### M1 wires

(4 px per um) Cells faint in the background.
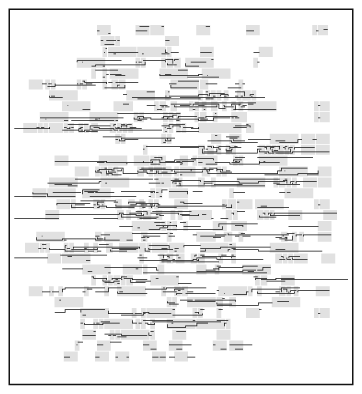
### Metal 2

(4 px per um)
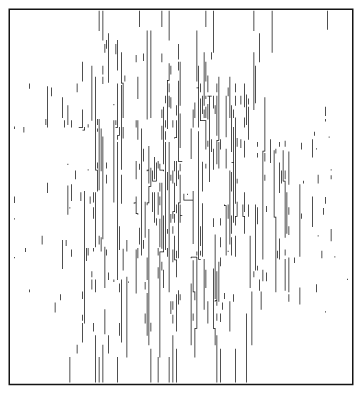
### M3 wires

(3 px per um) Cells faint in the background.
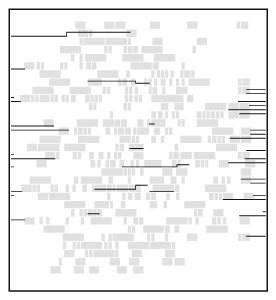
### Routing congestion

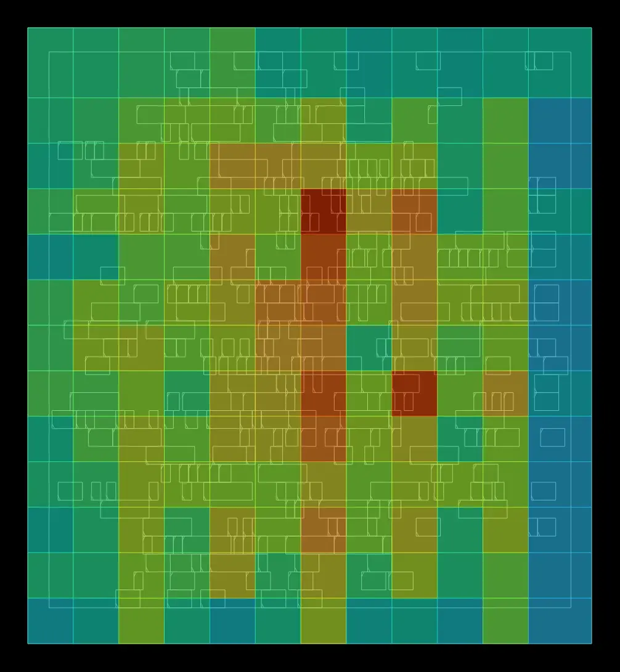
### Ports around the boundary

(4 px per um) Pins as bars across the die edge, other pins in gray.
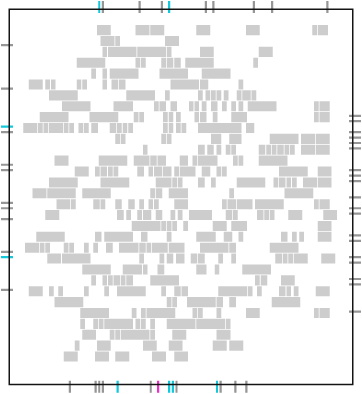
**config.mk**
```make
export PLATFORM = sky130hd
export DESIGN_NAME = intc_vec
export DESIGN_NICKNAME = d
export VERILOG_FILES = /design/src/rtl/intc_pkg.sv /design/src/rtl/prio_enc_lsb.sv /design/src/rtl/intc_vec.sv
export SDC_FILE = /design/constraint.sdc
export NUM_CORES = 1
export LEC_CHECK = 0
export ABC_AREA = 1
export CAP_MARGIN = 20
export CORE_ASPECT_RATIO = 1.1
export CORE_MARGIN = 3
export CORE_UTILIZATION = 28
export DETAILED_ROUTE_END_ITERATION = 6
export GPL_TIMING_DRIVEN = 0
export PLACE_DENSITY = 0.5
export SLEW_MARGIN = 40
export SYNTH_ARGS = -nofsm -noshare
export SYNTH_HDL_FRONTEND = slang
export SYNTH_SLANG_ARGS = --single-unit
```
**constraint.sdc**
```tcl
create_clock -name clk -period 2.9 [get_ports clk]
set_clock_uncertainty 0.15 [all_clocks]
set_input_delay 0.87 -clock clk [delete_from_list [all_inputs] [get_ports clk]]
set_output_delay 0.87 -clock clk [all_outputs]
set_load 0.005 [all_outputs]
```
**src/rtl/intc_pkg.sv**
```systemverilog
// rtl/intc_pkg.sv - shared types and vector arithmetic for the vectored interrupt controller
package intc_pkg;

    typedef enum logic {
        IDLE = 1'b0,
        REQ  = 1'b1
    } intc_state_e;

    // Wide result; the caller truncates to its vector width, so wrap-around is intended.
    function automatic int vec_of(input int idx, input int base, input int stride);
        return base + idx * stride;
    endfunction

endpackage

```
**src/rtl/prio_enc_lsb.sv**
```systemverilog
// rtl/prio_enc_lsb.sv - lowest-set-bit priority encoder
module prio_enc_lsb #(
    parameter int N = 8,
    localparam int IW = (N > 1) ? $clog2(N) : 1
) (
    input  logic [N-1:0]  vec,
    output logic [IW-1:0] idx,
    output logic          valid
);

    // Scan downwards so the lowest set index is the last one written.
    always_comb begin
        idx   = '0;
        valid = 1'b0;
        for (int i = N - 1; i >= 0; i--) begin
            if (vec[i]) begin
                idx   = IW'(i);
                valid = 1'b1;
            end
        end
    end

endmodule

```
**src/rtl/intc_vec.sv**
```systemverilog
// rtl/intc_vec.sv - vectored interrupt controller with enables, edge/level modes and nesting
module intc_vec
    import intc_pkg::*;
#(
    parameter int N_IRQ      = 8,
    parameter int VEC_W      = 8,
    parameter int VEC_BASE   = 0,
    parameter int VEC_STRIDE = 1
) (
    input  logic             clk,
    input  logic             reset,
    input  logic [N_IRQ-1:0] irq_in,
    input  logic [N_IRQ-1:0] edge_mode,
    input  logic             en_we,
    input  logic [N_IRQ-1:0] en_wdata,
    output logic [N_IRQ-1:0] irq_en,
    output logic             irq_req,
    output logic [VEC_W-1:0] irq_vec,
    input  logic             irq_ack,
    input  logic             irq_eoi,
    output logic [N_IRQ-1:0] in_service,
    output logic             spurious_eoi
);

    localparam int IW = (N_IRQ > 1) ? $clog2(N_IRQ) : 1;

    logic [N_IRQ-1:0] s, s_d, rise;
    logic [N_IRQ-1:0] pending, pending_n;
    logic [N_IRQ-1:0] in_service_n;
    logic [N_IRQ-1:0] thresh, elig;
    logic [IW-1:0]    win, wl, wl_n, is_idx;
    logic             win_valid, is_valid;
    logic             ack_fire;
    logic [VEC_W-1:0] vec_n;
    intc_state_e      state, state_n;

    assign rise    = s & ~s_d;
    assign irq_req = (state == REQ);

    // Lowest in-service line sets the preemption ceiling and is the one eoi retires.
    prio_enc_lsb #(.N(N_IRQ)) u_is_enc (
        .vec   (in_service),
        .idx   (is_idx),
        .valid (is_valid)
    );

    always_comb begin
        thresh = '0;
        for (int i = 0; i < N_IRQ; i++) begin
            thresh[i] = !is_valid || (i < int'(is_idx));
        end
    end

    assign elig = pending & irq_en & thresh;

    prio_enc_lsb #(.N(N_IRQ)) u_win_enc (
        .vec   (elig),
        .idx   (win),
        .valid (win_valid)
    );

    always_comb begin
        state_n  = state;
        vec_n    = irq_vec;
        wl_n     = wl;
        ack_fire = 1'b0;
        case (state)
            IDLE: begin
                if (win_valid) begin
                    state_n = REQ;
                    vec_n   = VEC_W'(vec_of(int'(win), VEC_BASE, VEC_STRIDE));
                    wl_n    = win;
                end
            end
            REQ: begin
                if (irq_ack) begin
                    ack_fire = 1'b1;
                    state_n  = IDLE;
                end
            end
            default: state_n = IDLE;
        endcase
    end

    // A new edge in the ack cycle must not be lost, so the set is applied after the clear.
    always_comb begin
        pending_n = pending;
        for (int i = 0; i < N_IRQ; i++) begin
            if (edge_mode[i]) begin
                if (ack_fire && (wl == IW'(i))) pending_n[i] = 1'b0;
                if (rise[i]) pending_n[i] = 1'b1;
            end else begin
                pending_n[i] = s[i];
            end
        end
    end

    always_comb begin
        in_service_n = in_service;
        if (irq_eoi && is_valid) in_service_n[is_idx] = 1'b0;
        if (ack_fire) in_service_n[wl] = 1'b1;
    end

    always_ff @(posedge clk) begin
        if (reset) begin
            state        <= IDLE;
            s            <= '0;
            s_d          <= '0;
            pending      <= '0;
            in_service   <= '0;
            irq_en       <= '0;
            irq_vec      <= '0;
            wl           <= '0;
            spurious_eoi <= 1'b0;
        end else begin
            state        <= state_n;
            s            <= irq_in;
            s_d          <= s;
            pending      <= pending_n;
            in_service   <= in_service_n;
            irq_vec      <= vec_n;
            wl           <= wl_n;
            spurious_eoi <= irq_eoi && !is_valid;
            if (en_we) irq_en <= en_wdata;
        end
    end

endmodule

```
==> flow_summary.toml <==
# generated from flow reports
[synth]
netlist_instances = 270
ys_ff = 45
yosys.area_share.adder = 0
ys_async_sr_fraction = 0
yosys-top-cells-count = "55 x nor2_1, 45 x dfxtp_1, 45 x inv_1, 41 x nand2_1, 21 x o21ai_0"
synthAoiAreaFrac = 0.0984
syn-cell-area_um2 = 1950
simple_gate_area_frac = 0.317
top_logic_kind = "simple AND/OR/NAND/NOR gates"
synth_cell_types = 26
ys_sh_mux = 0
ys_sh_xor = 0
synth-edff-count = 0
area_leaders = "dfxtp_1 46%, nor2_1 11%, inv_1 8.7%"
top_cell = "nor2_1"
yosys_warnings = 0
top_area_frac = 0.463
yosysTopAreaCell = "dfxtp_1"
flop_cell = "dfxtp_1"
avgSynthCellArea_um2 = 7.21
ys_area_um2 = 1950
postSynthSeqShare = 0.463
ys_cells = 270

[power_and_ir_drop]
p_leak_uw = 0.00115
ir_worst_vdd_mv = 0.245
p_total_uw = 1380

[detailed_routing]
ant_nets = 0
top_layer_used = "met4"
first_pass_iters = 4
drc = 0
drt_iter0_drc = 79
met1Wirelength_um = 2220
dr_wl_met2_um = 2210
met3_length_um = 326
vias_per_cell = 4.22

[global_routing]
grt_max_degree = 15
antenna_found_initial = 0
grt_pass1_vias = 1674
grt_overflow = 0
grt_first_pass_wirelength_um = 7980

[worst_setup_path]
crit_type = "in2reg"
cpPeakStageDelay_ns = 0.57
cp_max_fo = 10
crit_chain = "clkdlybuf4s50_1, clkbuf_1, buf_1, nor2_1"
arrival_ns = 2.43
crit_family = "buffers and inverters"
worst-path-buf-inv = 3
endpoint_kind = "flop"
worst_path_max_delay_cell = "clkdlybuf4s50_1"
worstSetupStartpointType = "primary input"
required_ns = 2.92

[floorplanning]
io_pins = 55
fp_util = 0.292
core-area_um2 = 6670
fp.dieH_um = 93.4
n_tap_cell = 82
die_area_um2 = 7990
die_w_um = 85.5
rows = 31

[cells_and_area]
comb_area_um2 = 827
n_all_buffers = 58
logic_gate_count = 172
largestClassByArea = "sequential cells"
antenna_cells = 0
clock_buffers = 6
clkCellAreaFrac = 0.0449
inv_count = 48
sh_comb_area = 0.309
nNetsFinal = 359
fillCellCount = 726
area_growth_pct = 37.4
flops = 45
final_cells = 413
seq_area_frac = 0.337
seq_area_um2 = 901
bufAreaShareNonClock = 0.203

[timing]
setup_ws_ns = 0.491
tns_ns = 0
period_minus_slack_ns = 2.41
finalCritPeriodShare = 0.831
hold_viol = 0
tightest_slew_ns = 0.555
clock.fmax_mhz = 415
rsz0062_at_grt = "no"
setup_violations = 0

[flow_run]
maxCapViolations = 0
tool_warnings = 26

[placement]
place_inst = 405
dp.final_hpwl_um = 3790
gp_congestion = 0.807
pre_cts_ws_ns = 0.113

[cts]
cts-resized-gates = 0
ctsHoldBuffers = 0
cts_tree = "built"
cts_root_buf = "clkbuf_8"
cts_num_sinks = 45
insertion_delay_ns = 0.30
clock_path_buffers = 2
postCtsSetupBuffers = 0
htreeDepth = 2
cts_made_buffers = 5

[run_status]
status = "completed"

[hold_path]
hp-class = "reg2reg"
-- 'M1 wires' (at the start) --
319 nets have wire on it. The wires run mostly horizontal. The layer holds 46% of the routed length. The layer carries 2220 um of wire. The longest straight run is 30.8 um.

-- 'Metal 2' (at the start) --
267 nets have wire on it. The layer holds 46% of the routed length. The longest straight run is 37.4 um. The wires run mostly vertical. The layer carries 2210 um of wire.
vias: 1742
DRT Wirelength: 4810 um
met2 Use GR: 0.205

-- 'M3 wires' (at the start) --
The layer carries 327 um of wire. The longest straight run is 21.2 um. 35 nets have wire on it. The layer holds 6.8% of the routed length. The wires run mostly horizontal.
GR Util met3: 0.0379

-- 'Routing congestion' (at the start) --
Routed wire per std cell: 11.6 um
Total Routing Usage GR: 0.129
M1 GR Usage: 0.163
GR peak layer: met2
final core utilization: 0.401

-- 'Ports around the boundary' (at the start) --
`edge_mode`: marked cyan, pins 8, direction input, edge 4 bottom, 2 left, 2 top. `irq_eoi`: marked magenta, pins 1, direction input, edge bottom.

-- registers in the layout, indices dropped and copies added, names as in the netlist --
signal	flops
in_service	8
irq_en	8
irq_req	1
pending	8
s	8
s_d	8
spurious_eoi	1
wl	3
-- stage by stage --
step | cell area [um2] | hold WS [ns]
finish | 2670 | 0.268
detailed placement | 2550 | 0.259
floorplan | 1960 | 0.250
CTS | 2670 | 0.272
global route | 2670 | 0.290
global placement | 2550 | 0.254
-- worst paths after layout --
| path | start | cells past startpoint | to | slack [ns] |
|---|---|---|---|---|
| worst max-delay path | reset | 4 | in_service[6] | 0.49 |
| worst min-delay path | s[2] | 2 | s_d[2] | 0.27 |
| worst max register to register | in_service[3] | 12 | wl[0] | 1.15 |
| worst min register to register | s[2] | 2 | s_d[2] | 0.27 |
-- cell usage in the layout, fill, tap and decap left out --
| master | n |
|---|---|
| nor2_1 | 55 |
| clkdlybuf4s50_1 | 49 |
| inv_1 | 45 |
| dfxtp_1 | 45 |
| nand2_1 | 41 |
| o21ai_0 | 21 |
| nand3_1 | 15 |
| a21oi_1 | 7 |
| clkbuf_8 | 6 |
| nor2_2 | 5 |
| nand2_4 | 5 |
| buf_4 | 5 |
| conb_1 | 5 |
| clkbuf_1 | 3 |
| inv_2 | 3 |
| a31oi_1 | 3 |
| nor2_4 | 2 |
| nor3_1 | 2 |
| nand2_2 | 2 |
| nand4_1 | 2 |
| nor3_4 | 1 |
| buf_1 | 1 |
| nor3_2 | 1 |
| nand3_2 | 1 |
| o21bai_2 | 1 |
| a21oi_2 | 1 |
| o21ai_1 | 1 |
| a21boi_1 | 1 |
| clkinvlp_4 | 1 |
| bufinv_16 | 1 |
-- power breakdown --
part	internal, uW	total (uW)	switching, uW
sequential	653	679	25.9
combinational	105	197	92.6
clock	280	501	221
total	1040	1380	339
Power and IR drop assume default switching activity.
